[config.mk]
export PLATFORM = sky130hd
export DESIGN_NAME = dmem_resp
export DESIGN_NICKNAME = d
export VERILOG_FILES = /design/src/rtl/dmem_resp.sv
export SDC_FILE = /design/constraint.sdc
export NUM_CORES = 2
export LEC_CHECK = 0
export CORE_MARGIN = 2
export CORE_UTILIZATION = 35
export DETAILED_ROUTE_END_ITERATION = 7
export SYNTH_ARGS = -nofsm -noshare
export SYNTH_HDL_FRONTEND = slang
export SYNTH_SLANG_ARGS = --single-unit
[constraint.sdc]
create_clock -name clk -period 3.85 [get_ports clk]
set_input_delay 0.5775 -clock clk [delete_from_list [all_inputs] [get_ports clk]]
set_output_delay 0.5775 -clock clk [all_outputs]
set_load 0.02 [all_outputs]
[src/rtl/dmem_resp.sv]
// dmem_resp: word-addressed data RAM behind a req/ready handshake.
// Each accepted access waits LATENCY cycles, then completes with a
// one-cycle ready pulse. The RAM is read or written on the edge that
// enters RESP.
// Optional feature macro: DMEM_ALIGN_CHECK_EN. When it is defined, an access
// whose captured addr[1:0] is nonzero becomes a no-op and err pulses with
// ready. When it is undefined, the low address bits are ignored and err is 0.
module dmem_resp #(
    parameter int DEPTH_LOG2 = 6,
    parameter int LATENCY    = 2
) (
    input  logic        clk,
    input  logic        reset,
    input  logic        req,
    input  logic        we,
    input  logic [31:0] addr,
    input  logic [31:0] wdata,
    output logic [31:0] rdata,
    output logic        ready,
    output logic        busy,
    output logic        err
);

    typedef enum logic [1:0] {
        IDLE = 2'd0,
        WAIT = 2'd1,
        RESP = 2'd2
    } state_t;

    localparam int         AW       = DEPTH_LOG2 + 2;
    localparam logic [3:0] LAT_INIT = (LATENCY == 0) ? 4'd0 : 4'(LATENCY - 1);

    state_t          state, next_state;
    logic [3:0]      cnt, next_cnt;

    logic            cap_we;
    logic [AW-1:0]   cap_addr;
    logic [31:0]     cap_wdata;

    // Values used for the RAM access: live inputs when the access happens
    // on the capture edge (LATENCY=0), captured copies otherwise.
    logic            acc_we;
    logic [AW-1:0]   acc_addr;
    logic [31:0]     acc_wdata;
    logic            acc_ok;
    logic            commit;

    logic [31:0]     mem [2**DEPTH_LOG2];

    assign acc_we    = (state == IDLE) ? we          : cap_we;
    assign acc_addr  = (state == IDLE) ? addr[AW-1:0] : cap_addr;
    assign acc_wdata = (state == IDLE) ? wdata       : cap_wdata;

    // The access happens exactly on the edge that moves the FSM into RESP.
    assign commit = (next_state == RESP) && (state != RESP);

    assign ready = (state == RESP);
    assign busy  = (state != IDLE);

`ifdef DMEM_ALIGN_CHECK_EN
    assign acc_ok = (acc_addr[1:0] == 2'b00);
    assign err    = (state == RESP) && (cap_addr[1:0] != 2'b00);

    logic unused_bits;
    assign unused_bits = ^addr[31:AW];
`else
    assign acc_ok = 1'b1;
    assign err    = 1'b0;

    logic unused_bits;
    assign unused_bits = ^{addr[31:AW], acc_addr[1:0], cap_addr[1:0]};
`endif

    // State and wait-state counter registers.
    // NOTE: sequential state uses non-blocking (<=) so every flop samples
    // pre-edge values regardless of block ordering.
    always_ff @(posedge clk or negedge reset) begin
        if (!reset) begin
            state <= IDLE;
            cnt   <= 4'd0;
        end else begin
            state <= next_state;
            cnt   <= next_cnt;
        end
    end

    // Next-state and counter logic.
    // NOTE: every output of this block gets a default first, so no path
    // leaves a signal unassigned and no latch is inferred.
    always_comb begin
        next_state = state;
        next_cnt   = cnt;
        unique case (state)
            IDLE: begin
                if (req) begin
                    if (LATENCY == 0) begin
                        next_state = RESP;
                    end else begin
                        next_state = WAIT;
                        next_cnt   = LAT_INIT;
                    end
                end
            end
            WAIT: begin
                if (cnt == 4'd0) begin
                    next_state = RESP;
                end else begin
                    next_cnt = cnt - 4'd1;
                end
            end
            RESP:    next_state = IDLE;
            default: next_state = IDLE;
        endcase
    end

    // Capture the request fields when a request is accepted in IDLE.
    always_ff @(posedge clk or negedge reset) begin
        if (!reset) begin
            cap_we    <= 1'b0;
            cap_addr  <= '0;
            cap_wdata <= 32'd0;
        end else if (state == IDLE && req) begin
            cap_we    <= we;
            cap_addr  <= addr[AW-1:0];
            cap_wdata <= wdata;
        end
    end

    // Load result register; stores and no-op accesses leave it unchanged.
    always_ff @(posedge clk or negedge reset) begin
        if (!reset) begin
            rdata <= 32'd0;
        end else if (commit && acc_ok && !acc_we) begin
            rdata <= mem[acc_addr[AW-1:2]];
        end
    end

    // RAM write port. A store committing while reset is held is suppressed.
    // NOTE: the RAM array has no reset; its contents survive reset and an
    // unwritten word reads as X.
    always_ff @(posedge clk) begin
        if (commit && acc_ok && acc_we && reset) begin
            mem[acc_addr[AW-1:2]] <= acc_wdata;
        end
    end

endmodule
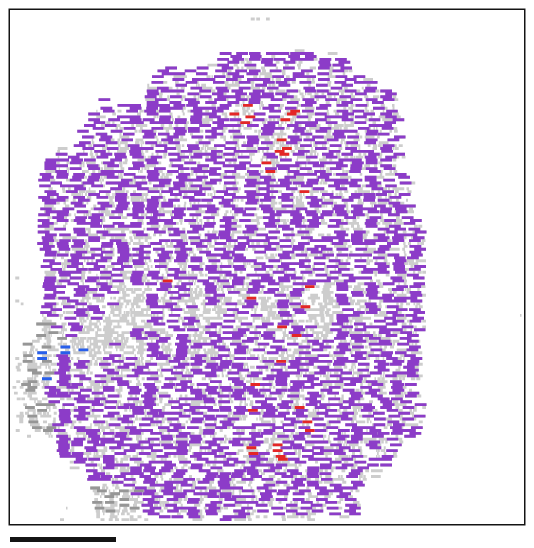
Fig. 1. Where the registers sit.
Bar = 100 um. Other sequential cells in the stronger gray, the rest of the logic in the fainter gray.
- red: rdata (flops 32; where a column down the middle)
- purple: mem (flops 2048)
- blue: cap_addr (flops 6)

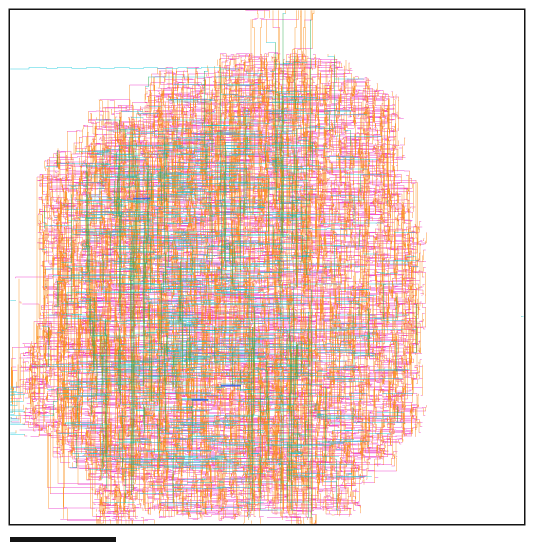
Fig. 2. Routed metal, one color a layer.
Bar = 100 um.
- green: metal 4 (wire length 10100 um)
- magenta: metal 1 (wire length 103 mm)
- blue: metal 5 (wire length 46.0 um)
- cyan: metal 3 (wire length 26.0 mm)
- orange: metal 2 (wire length 118 mm)

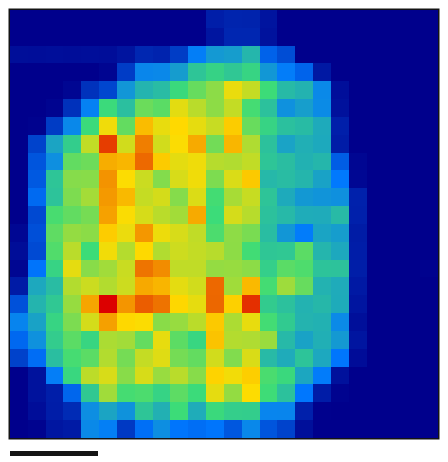
Fig. 3. Wire density map.
Bar = 100 um. The die is cut into 24 by 24 equal tiles; dark blue is low, red is high, scaled to the fullest tile. Values are wire area over tile area, all layers added.
- emptiest ninth of the die: upper right
- mean over tiles: 0.18
- densest ninth of the die: center
- tiles over half the peak: 33%

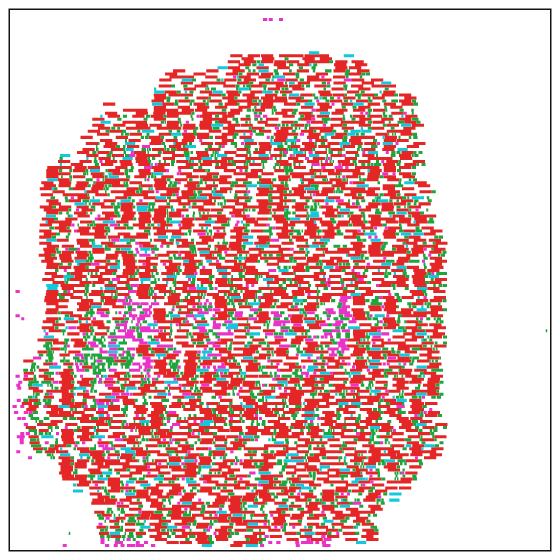
Fig. 4. Cell classes on the final placement.
- red: sequential cells (cells 2125; share of their area 68%)
- cyan: clock drivers and dummy loads (cells 380; share of their area 6.9%)
- magenta: remaining buffers and delay cells (cells 568; share of their area 6.6%)
- green: combinational and other logic (cells 2424; share of their area 18%)

==> run notes <==
fresh numbers from the pnr run: All-Layer GR Usage 21.2%, Final GP Congestion between 0.8 and 0.9, sequential share of power 39.6%, combinational power share a little over a third, dpl hpwl around 160 mm, area delta synth->final 19.2%, status finished, final reports clean, R2R cell count 8, post-layout min period between 3 and 4 ns, worst r2r dst rdata[12]$_DFFE_PN0P_, placed cells between 8000 and 9000, Final Cycle Share roughly 99%, Data arrival, critical path about 4.5 ns, Via Count 49300, Max-cap violations 0, # IOs between 100 and 150, Top non-seq family AND-OR/OR-AND gates, Root Driver clkbuf_16, number of fill cells in the layout slightly above 20000, syn avg cell area between 15 and 20 um2, Switching Power between 20000 and 30000 uW, critical path capture point type flop, ys cells a little under 5000, Resize count post-CTS 1, drt initial violations around 6700, Final Hold Vio Count 0, hold-fix buffers at CTS 1, P_clk slightly below 20000 uW, Worst Tran Pin Value roughly 1.2 ns, fin cells 8532, Hold Path Depth 2, Post-synth seq share between 70% and 80%, std cell rows between 150 and 200, CP startpoint state[0]$_DFF_PN0_, Area after DPL ~0.090 mm2, ao+oa area frac ~9.7%, clock-pin slew on the worst setup and hold paths about 0.060 ns, Die Wd between 400 and 500 um, distinct lib cells 65, core area between 0.2 and 0.25 mm2, Die Height between 400 and 500 um, Clk pwr share between 20% and 30%, max reg flops just over 2000, GRT met1 Usage just under 30%, worst-path cell with the longest stage delay o31ai_1, global-route wire length before repair 359 mm, sw frac 36.0%, Synth top cell by count edfxtp_1, TritonCTS clock tree done, Final Cell Area 0.0969 mm2, top cells by area edfxtp_1 (76%), mux2i_1 (4.8%), a22oi_1 (2.7%), dfrtp_1 (2.4%), nand2_1 (2.1%), CP Depth 8, TritonCTS Buffers about 200, DRC 0, First-pass DRT Iterations 8, aggregate global routing overflow 0, asr flop ratio synth 3.62%, share of cells above drive strength 1 18.0%, cell count after synthesis 4853, postcts setup bufs 0, setup slack, reg-to-reg about 0.022 ns, nets around 5400, GRT Max-Usage Layer met2, Crit Path Max Fanout 11, vias in the first global route 47100, Synth Area in XOR/XNOR less than 1%, H-tree lvl count 4, total power 78400 uW, Comb group around 28000 uW, Post-Syn Nets 4923, Hold Path Class in -> reg, met3 WL around 26 mm, unrepaired setup endpoints after global routing no, Yosys chip area 0.0813 mm2, Top Consumer registers, drt via density 5.78, die area around 0.24 mm2, Setup Skew about 0.042 ns, initial antenna violation count 16, Top Layer Used met5, Post-synth EDFFs about 2000, critical path's top delay family AND-OR/OR-AND gates, worst path cell trace o21bai_2 > nor2_2 > buf_4 > a22oi_1 > nand3_1 > o31ai_1 > and4_1 > a31oi_1, wl on met1 103 mm, Internal around 50000 uW, Initial Util a little over a third, port buffer count 75, area fraction in mux cells between 5 and 6%, commonest non-fill, non-tap cell in the layout edfxtp_1, Synth Flop Type edfxtp_1, Post-DRT Antenna Nets 0, VDD IR-drop max approximately 0.57 mV
-- cell type report --
type | instances | share of cell area (%)
diodes | 9 | 0.0232
clock inverters | 102 | 0.950
repair buffers | 568 | 6.30
flip-flops and latches | 2125 | 65.5
inverters | 5 | 0.0194
clock buffers | 278 | 5.67
well taps | 3026 | 3.91
multi-input cells | 2419 | 17.7
-- through the flow --
step | TNS, ns | hold slack [ns] | setup WS (ns)
3_5_place_dp | -0.827 | 0.495 | -0.374
2_1_floorplan | -76.85 | 0.282 | -0.154
5_1_grt | 0 | 0.359 | 0.00389
4_1_cts | 0 | 0.311 | 0.0212
3_3_place_gp | -0.731 | 0.489 | -0.380
6_report | 0 | 0.360 | 0.0225
Power is estimated from default activity; no workload was simulated.
